## src/rtl/register_write_scheduler_pkg.sv

```systemverilog
// Shared types and defaults for the register-file write scheduler.
package register_write_scheduler_pkg;

  localparam int unsigned DATA_WIDTH           = 32;
  localparam int unsigned ADDR_WIDTH           = 5;
  localparam int unsigned NUM_REGS             = 2 ** ADDR_WIDTH;
  localparam int unsigned FIFO_DEPTH_DEFAULT   = 2;
  localparam int unsigned STARVE_LIMIT_DEFAULT = 4;

  typedef logic [ADDR_WIDTH-1:0] reg_addr_t;
  typedef logic [DATA_WIDTH-1:0] reg_data_t;

  localparam reg_addr_t REG_ZERO = '0;

  // One buffered long-latency result.
  typedef struct packed {
    reg_addr_t address;
    reg_data_t data;
  } lu_entry_t;

  localparam int unsigned LU_ENTRY_WIDTH = $bits(lu_entry_t);

  // DRAIN means the FIFO head owns the write port until the FIFO empties.
  typedef enum logic {
    ARB_NORMAL = 1'b0,
    ARB_DRAIN  = 1'b1
  } arb_state_e;

endpackage

```

## src/rtl/register_write_scheduler_if.sv

```systemverilog
// Writeback, long-latency, decode and register-file signals of the write scheduler.
interface register_write_scheduler_if;
  import register_write_scheduler_pkg::*;

  logic      wb_valid;
  logic      wb_ready;
  reg_addr_t wb_address;
  reg_data_t wb_data;

  logic      lu_valid;
  logic      lu_ready;
  reg_addr_t lu_address;
  reg_data_t lu_data;

  logic      issue_valid;
  reg_addr_t issue_address;
  logic      issue_accept;

  reg_addr_t read_address_1;
  reg_addr_t read_address_2;
  reg_addr_t decode_dest_address;
  logic      raw_hazard_1;
  logic      raw_hazard_2;
  logic      waw_hazard;
  logic      stall_request;

  logic      rf_write_enable;
  reg_addr_t rf_write_address;
  reg_data_t rf_write_data;

  logic      fwd_valid_1;
  logic      fwd_valid_2;
  reg_data_t fwd_data_1;
  reg_data_t fwd_data_2;

  modport master (
    output wb_valid, wb_address, wb_data,
    output lu_valid, lu_address, lu_data,
    output issue_valid, issue_address,
    output read_address_1, read_address_2, decode_dest_address,
    input  wb_ready, lu_ready, issue_accept,
    input  raw_hazard_1, raw_hazard_2, waw_hazard, stall_request,
    input  rf_write_enable, rf_write_address, rf_write_data,
    input  fwd_valid_1, fwd_valid_2, fwd_data_1, fwd_data_2
  );

  modport slave (
    input  wb_valid, wb_address, wb_data,
    input  lu_valid, lu_address, lu_data,
    input  issue_valid, issue_address,
    input  read_address_1, read_address_2, decode_dest_address,
    output wb_ready, lu_ready, issue_accept,
    output raw_hazard_1, raw_hazard_2, waw_hazard, stall_request,
    output rf_write_enable, rf_write_address, rf_write_data,
    output fwd_valid_1, fwd_valid_2, fwd_data_1, fwd_data_2
  );

endinterface

```

## src/rtl/register_write_scheduler_write_result_fifo.sv

```systemverilog
// Synchronous FIFO buffering long-latency results; DEPTH must be a power of two >= 2.
module register_write_scheduler_write_result_fifo #(
  parameter int unsigned WIDTH = 8,
  parameter int unsigned DEPTH = 2
) (
  input  logic             clk,
  input  logic             rst_n,
  input  logic             push,
  input  logic [WIDTH-1:0] push_data,
  input  logic             pop,
  output logic [WIDTH-1:0] pop_data,
  output logic             full,
  output logic             empty
);

  localparam int unsigned PTR_W   = $clog2(DEPTH);
  localparam int unsigned COUNT_W = $clog2(DEPTH + 1);

  logic [WIDTH-1:0]   mem [DEPTH];
  logic [PTR_W-1:0]   wr_ptr_q;
  logic [PTR_W-1:0]   rd_ptr_q;
  logic [COUNT_W-1:0] count_q;
  logic               push_ok;
  logic               pop_ok;

  assign full     = (count_q == COUNT_W'(DEPTH));
  assign empty    = (count_q == '0);
  assign push_ok  = push && !full;
  assign pop_ok   = pop && !empty;
  assign pop_data = mem[rd_ptr_q];

  // Pointers wrap naturally because DEPTH is a power of two.
  always_ff @(posedge clk or negedge rst_n) begin
    if (!rst_n) begin
      wr_ptr_q <= '0;
      rd_ptr_q <= '0;
      count_q  <= '0;
    end else begin
      if (push_ok) wr_ptr_q <= wr_ptr_q + PTR_W'(1);
      if (pop_ok)  rd_ptr_q <= rd_ptr_q + PTR_W'(1);
      case ({push_ok, pop_ok})
        2'b10:   count_q <= count_q + COUNT_W'(1);
        2'b01:   count_q <= count_q - COUNT_W'(1);
        default: count_q <= count_q;
      endcase
    end
  end

  always_ff @(posedge clk) begin
    if (push_ok) mem[wr_ptr_q] <= push_data;
  end

endmodule

```

## src/rtl/register_write_scheduler.sv

```systemverilog
// Shares the register-file write port between writeback and buffered long-latency results.
// Define REGISTER_WRITE_FORWARD_EN to forward the in-flight write to the decode read ports.
module register_write_scheduler
  import register_write_scheduler_pkg::*;
#(
  parameter int unsigned FIFO_DEPTH   = FIFO_DEPTH_DEFAULT,
  parameter int unsigned STARVE_LIMIT = STARVE_LIMIT_DEFAULT
) (
  input logic                        system_clock,
  input logic                        system_reset_n,
  register_write_scheduler_if.slave  bus
);

  localparam int unsigned         STARVE_W   = $clog2(STARVE_LIMIT + 1);
  localparam logic [STARVE_W-1:0] STARVE_MAX = STARVE_W'(STARVE_LIMIT);

  arb_state_e          state_q, state_d;
  logic [STARVE_W-1:0] starve_q, starve_d;
  logic [NUM_REGS-1:0] busy_q, busy_d;

  lu_entry_t push_entry;
  lu_entry_t head;
  logic      fifo_push;
  logic      fifo_full;
  logic      fifo_empty;
  logic      stall;
  logic      head_commit;
  logic      issue_ok;
  logic      rf_we;
  reg_addr_t rf_addr;
  reg_data_t rf_data;

  assign push_entry = '{address: bus.lu_address, data: bus.lu_data};
  assign fifo_push  = bus.lu_valid && !fifo_full;

  register_write_scheduler_write_result_fifo #(
    .WIDTH (LU_ENTRY_WIDTH),
    .DEPTH (FIFO_DEPTH)
  ) u_write_result_fifo (
    .clk       (system_clock),
    .rst_n     (system_reset_n),
    .push      (fifo_push),
    .push_data (push_entry),
    .pop       (head_commit),
    .pop_data  (head),
    .full      (fifo_full),
    .empty     (fifo_empty)
  );

  // Write-port arbitration: wb wins unless draining; the head only uses idle wb cycles.
  always_comb begin
    stall       = (state_q == ARB_DRAIN);
    head_commit = !fifo_empty && (stall || !bus.wb_valid);
    rf_addr     = bus.wb_address;
    rf_data     = bus.wb_data;
    rf_we       = bus.wb_valid && (bus.wb_address != REG_ZERO);
    if (head_commit) begin
      rf_addr = head.address;
      rf_data = head.data;
      rf_we   = (head.address != REG_ZERO);
    end
  end

  assign issue_ok = bus.issue_valid &&
                    ((bus.issue_address == REG_ZERO) || !busy_q[bus.issue_address]);

  assign bus.wb_ready         = !stall || fifo_empty;
  assign bus.lu_ready         = !fifo_full;
  assign bus.issue_accept     = issue_ok;
  assign bus.stall_request    = stall;
  assign bus.rf_write_enable  = rf_we;
  assign bus.rf_write_address = rf_addr;
  assign bus.rf_write_data    = rf_data;

  assign bus.raw_hazard_1 = (bus.read_address_1 != REG_ZERO) && busy_q[bus.read_address_1];
  assign bus.raw_hazard_2 = (bus.read_address_2 != REG_ZERO) && busy_q[bus.read_address_2];
  assign bus.waw_hazard   = (bus.decode_dest_address != REG_ZERO) &&
                            busy_q[bus.decode_dest_address];

  // Next-state: scoreboard (set after clear so set wins), starvation counter, drain FSM.
  always_comb begin
    busy_d   = busy_q;
    starve_d = starve_q;
    state_d  = state_q;

    if (head_commit) busy_d[head.address] = 1'b0;
    if (issue_ok && (bus.issue_address != REG_ZERO)) busy_d[bus.issue_address] = 1'b1;

    if (fifo_empty || head_commit) begin
      starve_d = '0;
    end else if (starve_q != STARVE_MAX) begin
      starve_d = starve_q + STARVE_W'(1);
    end

    case (state_q)
      ARB_NORMAL: if (starve_q == STARVE_MAX) state_d = ARB_DRAIN;
      ARB_DRAIN:  if (fifo_empty)             state_d = ARB_NORMAL;
      default:                                state_d = ARB_NORMAL;
    endcase
  end

  always_ff @(posedge system_clock or negedge system_reset_n) begin
    if (!system_reset_n) begin
      state_q  <= ARB_NORMAL;
      starve_q <= '0;
      busy_q   <= '0;
    end else begin
      state_q  <= state_d;
      starve_q <= starve_d;
      busy_q   <= busy_d;
    end
  end

  // Read-during-write forwarding; rf_we is already false for register 0.
  always_comb begin
    bus.fwd_valid_1 = 1'b0;
    bus.fwd_valid_2 = 1'b0;
    bus.fwd_data_1  = '0;
    bus.fwd_data_2  = '0;
`ifdef REGISTER_WRITE_FORWARD_EN
    if (rf_we && (rf_addr == bus.read_address_1)) begin
      bus.fwd_valid_1 = 1'b1;
      bus.fwd_data_1  = rf_data;
    end
    if (rf_we && (rf_addr == bus.read_address_2)) begin
      bus.fwd_valid_2 = 1'b1;
      bus.fwd_data_2  = rf_data;
    end
`else
    bus.fwd_valid_1 = 1'b0;
    bus.fwd_valid_2 = 1'b0;
`endif
  end

endmodule

```

## src/flat_wrapper.sv

```systemverilog
// flat-port wrapper written by rule: the top's interface ports become plain ports
module register_write_scheduler_flat import register_write_scheduler_pkg::*;
#(
  parameter int unsigned FIFO_DEPTH   = FIFO_DEPTH_DEFAULT,
  parameter int unsigned STARVE_LIMIT = STARVE_LIMIT_DEFAULT
)
  (system_clock, system_reset_n, bus_wb_valid, bus_wb_address, bus_wb_data, bus_lu_valid, bus_lu_address, bus_lu_data, bus_issue_valid, bus_issue_address, bus_read_address_1, bus_read_address_2, bus_decode_dest_address, bus_wb_ready, bus_lu_ready, bus_issue_accept, bus_raw_hazard_1, bus_raw_hazard_2, bus_waw_hazard, bus_stall_request, bus_rf_write_enable, bus_rf_write_address, bus_rf_write_data, bus_fwd_valid_1, bus_fwd_valid_2, bus_fwd_data_1, bus_fwd_data_2);
  register_write_scheduler_if bus_i ();
  input logic system_clock;
  input logic system_reset_n;
  input wire logic [$bits(bus_i.wb_valid)-1:0] bus_wb_valid;
  input wire logic [$bits(bus_i.wb_address)-1:0] bus_wb_address;
  input wire logic [$bits(bus_i.wb_data)-1:0] bus_wb_data;
  input wire logic [$bits(bus_i.lu_valid)-1:0] bus_lu_valid;
  input wire logic [$bits(bus_i.lu_address)-1:0] bus_lu_address;
  input wire logic [$bits(bus_i.lu_data)-1:0] bus_lu_data;
  input wire logic [$bits(bus_i.issue_valid)-1:0] bus_issue_valid;
  input wire logic [$bits(bus_i.issue_address)-1:0] bus_issue_address;
  input wire logic [$bits(bus_i.read_address_1)-1:0] bus_read_address_1;
  input wire logic [$bits(bus_i.read_address_2)-1:0] bus_read_address_2;
  input wire logic [$bits(bus_i.decode_dest_address)-1:0] bus_decode_dest_address;
  output wire logic [$bits(bus_i.wb_ready)-1:0] bus_wb_ready;
  output wire logic [$bits(bus_i.lu_ready)-1:0] bus_lu_ready;
  output wire logic [$bits(bus_i.issue_accept)-1:0] bus_issue_accept;
  output wire logic [$bits(bus_i.raw_hazard_1)-1:0] bus_raw_hazard_1;
  output wire logic [$bits(bus_i.raw_hazard_2)-1:0] bus_raw_hazard_2;
  output wire logic [$bits(bus_i.waw_hazard)-1:0] bus_waw_hazard;
  output wire logic [$bits(bus_i.stall_request)-1:0] bus_stall_request;
  output wire logic [$bits(bus_i.rf_write_enable)-1:0] bus_rf_write_enable;
  output wire logic [$bits(bus_i.rf_write_address)-1:0] bus_rf_write_address;
  output wire logic [$bits(bus_i.rf_write_data)-1:0] bus_rf_write_data;
  output wire logic [$bits(bus_i.fwd_valid_1)-1:0] bus_fwd_valid_1;
  output wire logic [$bits(bus_i.fwd_valid_2)-1:0] bus_fwd_valid_2;
  output wire logic [$bits(bus_i.fwd_data_1)-1:0] bus_fwd_data_1;
  output wire logic [$bits(bus_i.fwd_data_2)-1:0] bus_fwd_data_2;
  assign bus_i.wb_valid = bus_wb_valid;
  assign bus_i.wb_address = bus_wb_address;
  assign bus_i.wb_data = bus_wb_data;
  assign bus_i.lu_valid = bus_lu_valid;
  assign bus_i.lu_address = bus_lu_address;
  assign bus_i.lu_data = bus_lu_data;
  assign bus_i.issue_valid = bus_issue_valid;
  assign bus_i.issue_address = bus_issue_address;
  assign bus_i.read_address_1 = bus_read_address_1;
  assign bus_i.read_address_2 = bus_read_address_2;
  assign bus_i.decode_dest_address = bus_decode_dest_address;
  assign bus_wb_ready = bus_i.wb_ready;
  assign bus_lu_ready = bus_i.lu_ready;
  assign bus_issue_accept = bus_i.issue_accept;
  assign bus_raw_hazard_1 = bus_i.raw_hazard_1;
  assign bus_raw_hazard_2 = bus_i.raw_hazard_2;
  assign bus_waw_hazard = bus_i.waw_hazard;
  assign bus_stall_request = bus_i.stall_request;
  assign bus_rf_write_enable = bus_i.rf_write_enable;
  assign bus_rf_write_address = bus_i.rf_write_address;
  assign bus_rf_write_data = bus_i.rf_write_data;
  assign bus_fwd_valid_1 = bus_i.fwd_valid_1;
  assign bus_fwd_valid_2 = bus_i.fwd_valid_2;
  assign bus_fwd_data_1 = bus_i.fwd_data_1;
  assign bus_fwd_data_2 = bus_i.fwd_data_2;
  register_write_scheduler #(.FIFO_DEPTH(FIFO_DEPTH), .STARVE_LIMIT(STARVE_LIMIT)) u_core (.system_clock(system_clock), .system_reset_n(system_reset_n), .bus(bus_i));
endmodule
```

## config.mk

```make
export PLATFORM = sky130hd
export DESIGN_NAME = register_write_scheduler_flat
export DESIGN_NICKNAME = d
export VERILOG_FILES = /design/src/rtl/register_write_scheduler_pkg.sv /design/src/rtl/register_write_scheduler_if.sv /design/src/rtl/register_write_scheduler_write_result_fifo.sv /design/src/rtl/register_write_scheduler.sv /design/src/flat_wrapper.sv
export SDC_FILE = /design/constraint.sdc
export NUM_CORES = 1
export LEC_CHECK = 0
export ABC_AREA = 1
export CAP_MARGIN = 10
export CORE_AREA = 2 2 158 160
export DETAILED_ROUTE_END_ITERATION = 12
export DIE_AREA = 0 0 160 162
export HOLD_SLACK_MARGIN = 0.03
export PLACE_DENSITY = 0.59
export REMOVE_ABC_BUFFERS = 1
export SLEW_MARGIN = 20
export SYNTH_ARGS = -nofsm -noshare
export SYNTH_HDL_FRONTEND = slang
export SYNTH_HIERARCHICAL = 1
export SYNTH_SLANG_ARGS = --single-unit
```

## constraint.sdc

```tcl
create_clock -name system_clock -period 3.57 [get_ports system_clock]
set_input_delay 0.357 -clock system_clock [delete_from_list [all_inputs] [get_ports system_clock]]
set_output_delay 0.357 -clock system_clock [all_outputs]
set_load 0.01 [all_outputs]
```

==> results_slide.txt, run 1 <==
Implementation Results

Logic synthesis
  – # Cells Yosys: 950
  – Seq cells post-synth: 114
  – Commonest cells in the synthesized netlist: nand2_1 (367), o21ai_0 (80), edfxtp_1 (74)
  – Number of enable flip-flop cells: 74
  – Area leader share: 31.0%
  – Comb area leader: simple AND/OR/NAND/NOR gates
  – Yosys xor share: 0.122%
  – Chip Area, Yosys: 7160 um2
  – Synth Flop Type: edfxtp_1
  – Mapped Area: 7160 um2
  – Top cells, area: edfxtp_1 (31%), nand2_1 (19%), dfrtp_1 (14%)
  – Ys Warns: 6
  – Post-Syn Area per Cell: 7.54 um2

Cells and area
  – Signal buf overhead: 16.9%
  – Post-route cell area: 9170 um2
  – Seq cells: 114
  – Biggest register: u_core/u_write_result_fifo/mem
  – Number of signal-net buffers in the layout: 159
  – Top cell category: sequential cells
  – FF/Latch Area: 3220 um2
  – Fraction of layout cells with a size suffix above 1: 6.57%
  – Layout area overhead: 28.0%
  – Clkbuf count: 17
  – Max FFs per register: 74
  – Number of logic gates: 726
  – Fin nets: 1185
  – Top Registers: u_core/u_write_result_fifo/mem (74), u_core/busy_q (32), u_core/starve_q (3)
  – Finished Core Util: 38.0%
  – Logic share of the area: 34.7%
  – ANT cells: 0

Place
  – DP Worst Slack: 575 ps
  – Placed Cells: 1388
  – Cell Area, Placed: 8600 um2

Flow run
  – Total tool warning count: 26

Critical path
  – CP bufs+invs: 3
  – WS Path Type: in2out
  – Reg-to-Reg Start: u_core/u_write_result_fifo/count_q[0]
  – Crit path max fanout: 31
  – Delay-heaviest family, CP: buffers and inverters
  – Slowest CP cell: clkdlybuf4s50_1
  – Critical Path End: bus_waw_hazard
  – CP peak stage delay: 1070 ps
  – Crit-path cells: clkdlybuf4s50_1 > inv_1 > nor2_1 > o21ai_0 > o211ai_1 > nand2_1 > nand2_1 > nand2_1 > clkdlybuf4s50_1
  – Reg2Reg Capture Point: u_core/u_write_result_fifo/count_q[1]
  – Critical Path Start: bus_decode_dest_address[0]
  – Reg2Reg Setup Slack: 1370 ps
  – Worst reg-to-reg path cell count: 14

Power and ir drop
  – Sw frac: 40.4%
  – Psw: 2.61 mW
  – Pwr Density: 704 nW/um2
  – Clock power share: 25.2%
  – P_clk: 1.63 mW
  – Main power group: combinational logic
  – Combinational cell power: 2.60 mW
  – Sequential fraction of design power: 34.5%

Detailed routing
  – WL final: 20.1 mm
  – Via density: 4.53
  – Post-Route M1 WL: 9.05 mm
  – Met3 Wirelength: 1.63 mm
  – Initial DRC Count: 440
  – Top sig layer: met4
  – DRC errors left: 0
  – Vias: 6433
  – Drt wl/cell: 14.2 um

CTS
  – Reg clk slew, reported paths: 60 ps
  – H-tree depth: 4
  – TritonCTS buffer count: 17
  – Cts repair resizes: 0
  – Post-CTS setup buffer count: 0
  – Clock Path Buffers: 2
  – CTS Hold Bufs: 0
  – Root Driver: clkbuf_16

Global route
  – M1 GR Usage: 20.6%
  – Initial antenna violation count: 0
  – Largest net degree at the start of global routing: 43
  – Gr ovfl total: 0
  – Vias in the first global route: 6031

STA
  – RSZ-0062 raised after global routing: false
  – Final Hold Violation Tally: 0
  – Min setup slack post-route: 557 ps
  – Setup_tns: 0 ps
  – Fin Hold WS: 93.2 ps
  – Final setup viols: 0
  – Fmax achieved: 332 MHz
  – Max Clock Skew: 7.59 ps

Worst hold path
  – Worst min path class: in2async

Floorplan
  – Core area: 24100 um2
  – Die area: 25900 um2
  – Tap cells: 324

Run status
  – Run status: finished, final reports clean
### Close-up of the layout, run 1

The bar under the picture is 5 um long. Region (70, 103) to (90, 123) um. Cells in grey, sequential cells in the stronger grey; small squares are vias.
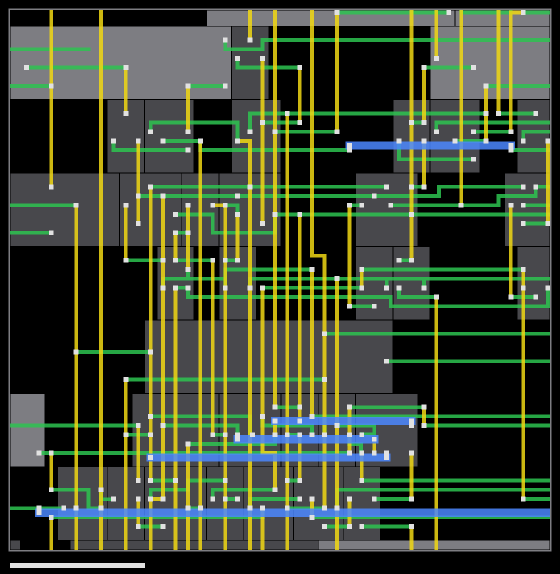
| colour | layer |
|---|---|
| blue | met3 |
| yellow | met2 |
| green | met1 |
netlist names of flops here include: `u_core/busy_q` (1)
cells with their middle in the window: 31
most frequent: nor2_1 (8), nand4_1 (7), nand2_1 (7)
sequential cells in the window: 1

### Register map, names as in the netlist, run 1

The bar under the picture is 50 um long. Other sequential cells in the stronger grey, the rest of the logic in the fainter grey.
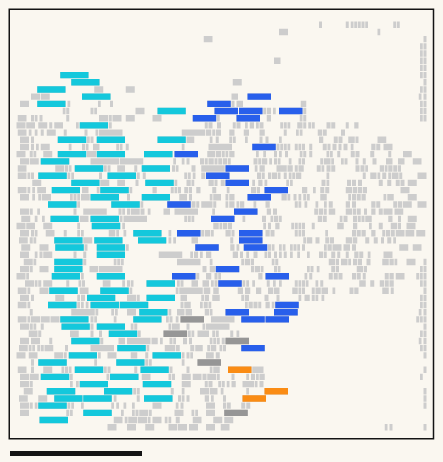
| colour | netlist name | sequential cells |
|---|---|---|
| orange | `u_core/starve_q` | 3 |
| blue | `u_core/busy_q` | 32 |
| cyan | `u_core/u_write_result_fifo/mem` | 74 |

### Routing congestion map, run 1

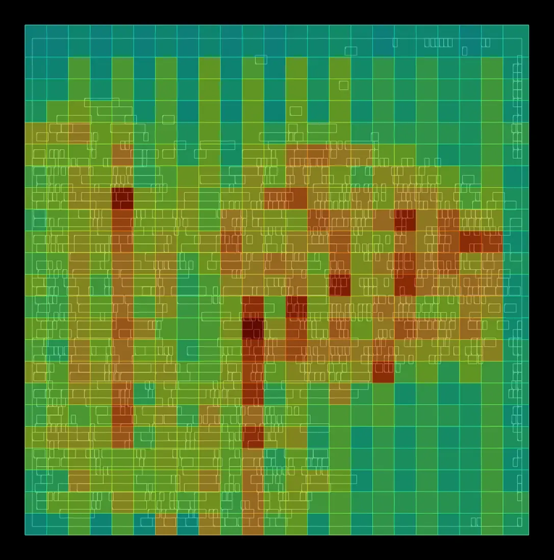
global-route met2 utilization: 24.5%
Tot GR Track Use: 15.5%
GRT busiest layer: met2
GR Util met3: 4.39%

==> inputs of run 2 (changes only) <==
--- a/config.mk
+++ b/config.mk
@@ -11,7 +11,7 @@
 export DETAILED_ROUTE_END_ITERATION = 12
 export DIE_AREA = 0 0 160 162
 export HOLD_SLACK_MARGIN = 0.03
-export PLACE_DENSITY = 0.59
+export PLACE_DENSITY = 0.61
 export REMOVE_ABC_BUFFERS = 1
 export SLEW_MARGIN = 20
 export SYNTH_ARGS = -nofsm -noshare
==> constraint.sdc (replaced) <==
create_clock -name system_clock -period 2.72 [get_ports system_clock]
set_input_delay 0.272 -clock system_clock [delete_from_list [all_inputs] [get_ports system_clock]]
set_output_delay 0.272 -clock system_clock [all_outputs]
set_load 0.01 [all_outputs]
### Close-up of the layout, run 2

The bar under the picture is 5 um long. Region (70, 103) to (90, 123) um. Cells in grey, sequential cells in the stronger grey; small squares are vias.
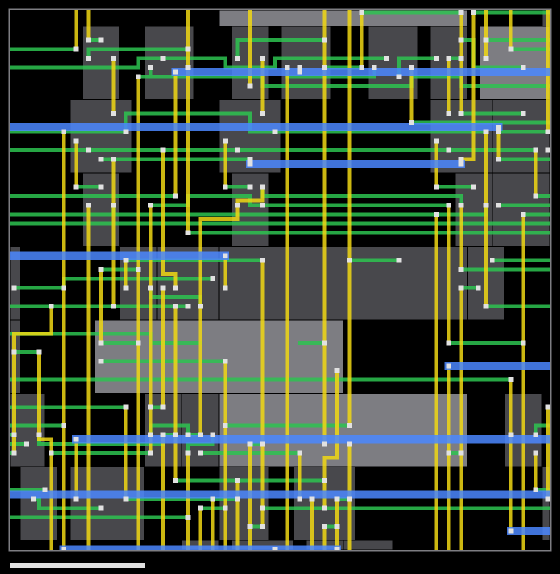

==> results_slide.txt, run 2 <==
Implementation Results

Run status
  – Run status: finished, final reports clean

Logic synthesis
  – Area leader share: 31.0% (unchanged)
  – Mapped Area: 7160 um2 (unchanged)
  – Ys Warns: 6 (unchanged)
  – Chip Area, Yosys: 7160 um2 (unchanged)
  – Post-Syn Area per Cell: 7.54 um2 (unchanged)
  – Synth Flop Type: edfxtp_1
  – Yosys xor share: 0.122% (unchanged)
  – # Cells Yosys: 950 (unchanged)
  – Seq cells post-synth: 114 (unchanged)

Critical path
  – Reg2Reg Capture Point: u_core/u_write_result_fifo/count_q[1]
  – Critical Path End: bus_raw_hazard_2
  – Delay-heaviest family, CP: buffers and inverters
  – CP peak stage delay: 530 ps (-540 ps)
  – Reg2Reg Setup Slack: 670 ps (-700 ps)
  – WS Path Type: in2out
  – Worst reg-to-reg path cell count: 15 (+1)
  – Slowest CP cell: clkdlybuf4s50_1

Cells and area
  – ANT cells: 0 (unchanged)
  – Biggest register: u_core/u_write_result_fifo/mem
  – Layout area overhead: 35.7%
  – Number of logic gates: 726 (unchanged)
  – Top Registers: u_core/u_write_result_fifo/mem (74), u_core/busy_q (32), u_core/starve_q (3)
  – Fraction of layout cells with a size suffix above 1: 9.24% (+2.7 points)
  – FF/Latch Area: 3220 um2 (about the same)
  – Max FFs per register: 74 (unchanged)
  – Clkbuf count: 17 (unchanged)
  – Seq cells: 114 (unchanged)
  – Number of signal-net buffers in the layout: 188 (+18%)

Global route
  – Tot GR Track Use: 16.0% (+0.48 points)
  – Initial antenna violation count: 0 (unchanged)
  – GR Util met3: 5.01% (+0.61 points)
  – GRT busiest layer: met2
  – Vias in the first global route: 6118 (+1.4%)
  – Gr ovfl total: 0 (unchanged)

Power and ir drop
  – Psw: 3.44 mW (+32%)
  – Pwr Density: 950 nW/um2 (+35%)
  – Main power group: combinational logic

Floorplan
  – Core area: 24100 um2 (unchanged)
  – Tap cells: 324 (unchanged)

Worst hold path
  – Worst min path class: in2async

CTS
  – CTS Hold Bufs: 0 (unchanged)
  – Cts repair resizes: 6 (+6)
  – Clock Path Buffers: 2 (unchanged)
  – Root Driver: clkbuf_16
  – Post-CTS setup buffer count: 1 (+1)
  – Reg clk slew, reported paths: 50 ps (about the same)
  – TritonCTS buffer count: 17 (unchanged)

STA
  – Final Hold Violation Tally: 0 (unchanged)
  – Fmax achieved: 392 MHz
  – RSZ-0062 raised after global routing: false
  – Max Clock Skew: 7.99 ps (+0.395 ps)

Detailed routing
  – Met3 Wirelength: 1.99 mm (+22%)
  – Post-Route M1 WL: 9.28 mm (+2.5%)
  – WL final: 21.0 mm (+4.3%)
  – Top sig layer: met4
  – Via density: 4.61 (+1.7%)

Place
  – Cell Area, Placed: 8850 um2 (+2.9%)
Power and IR drop assume default switching activity.
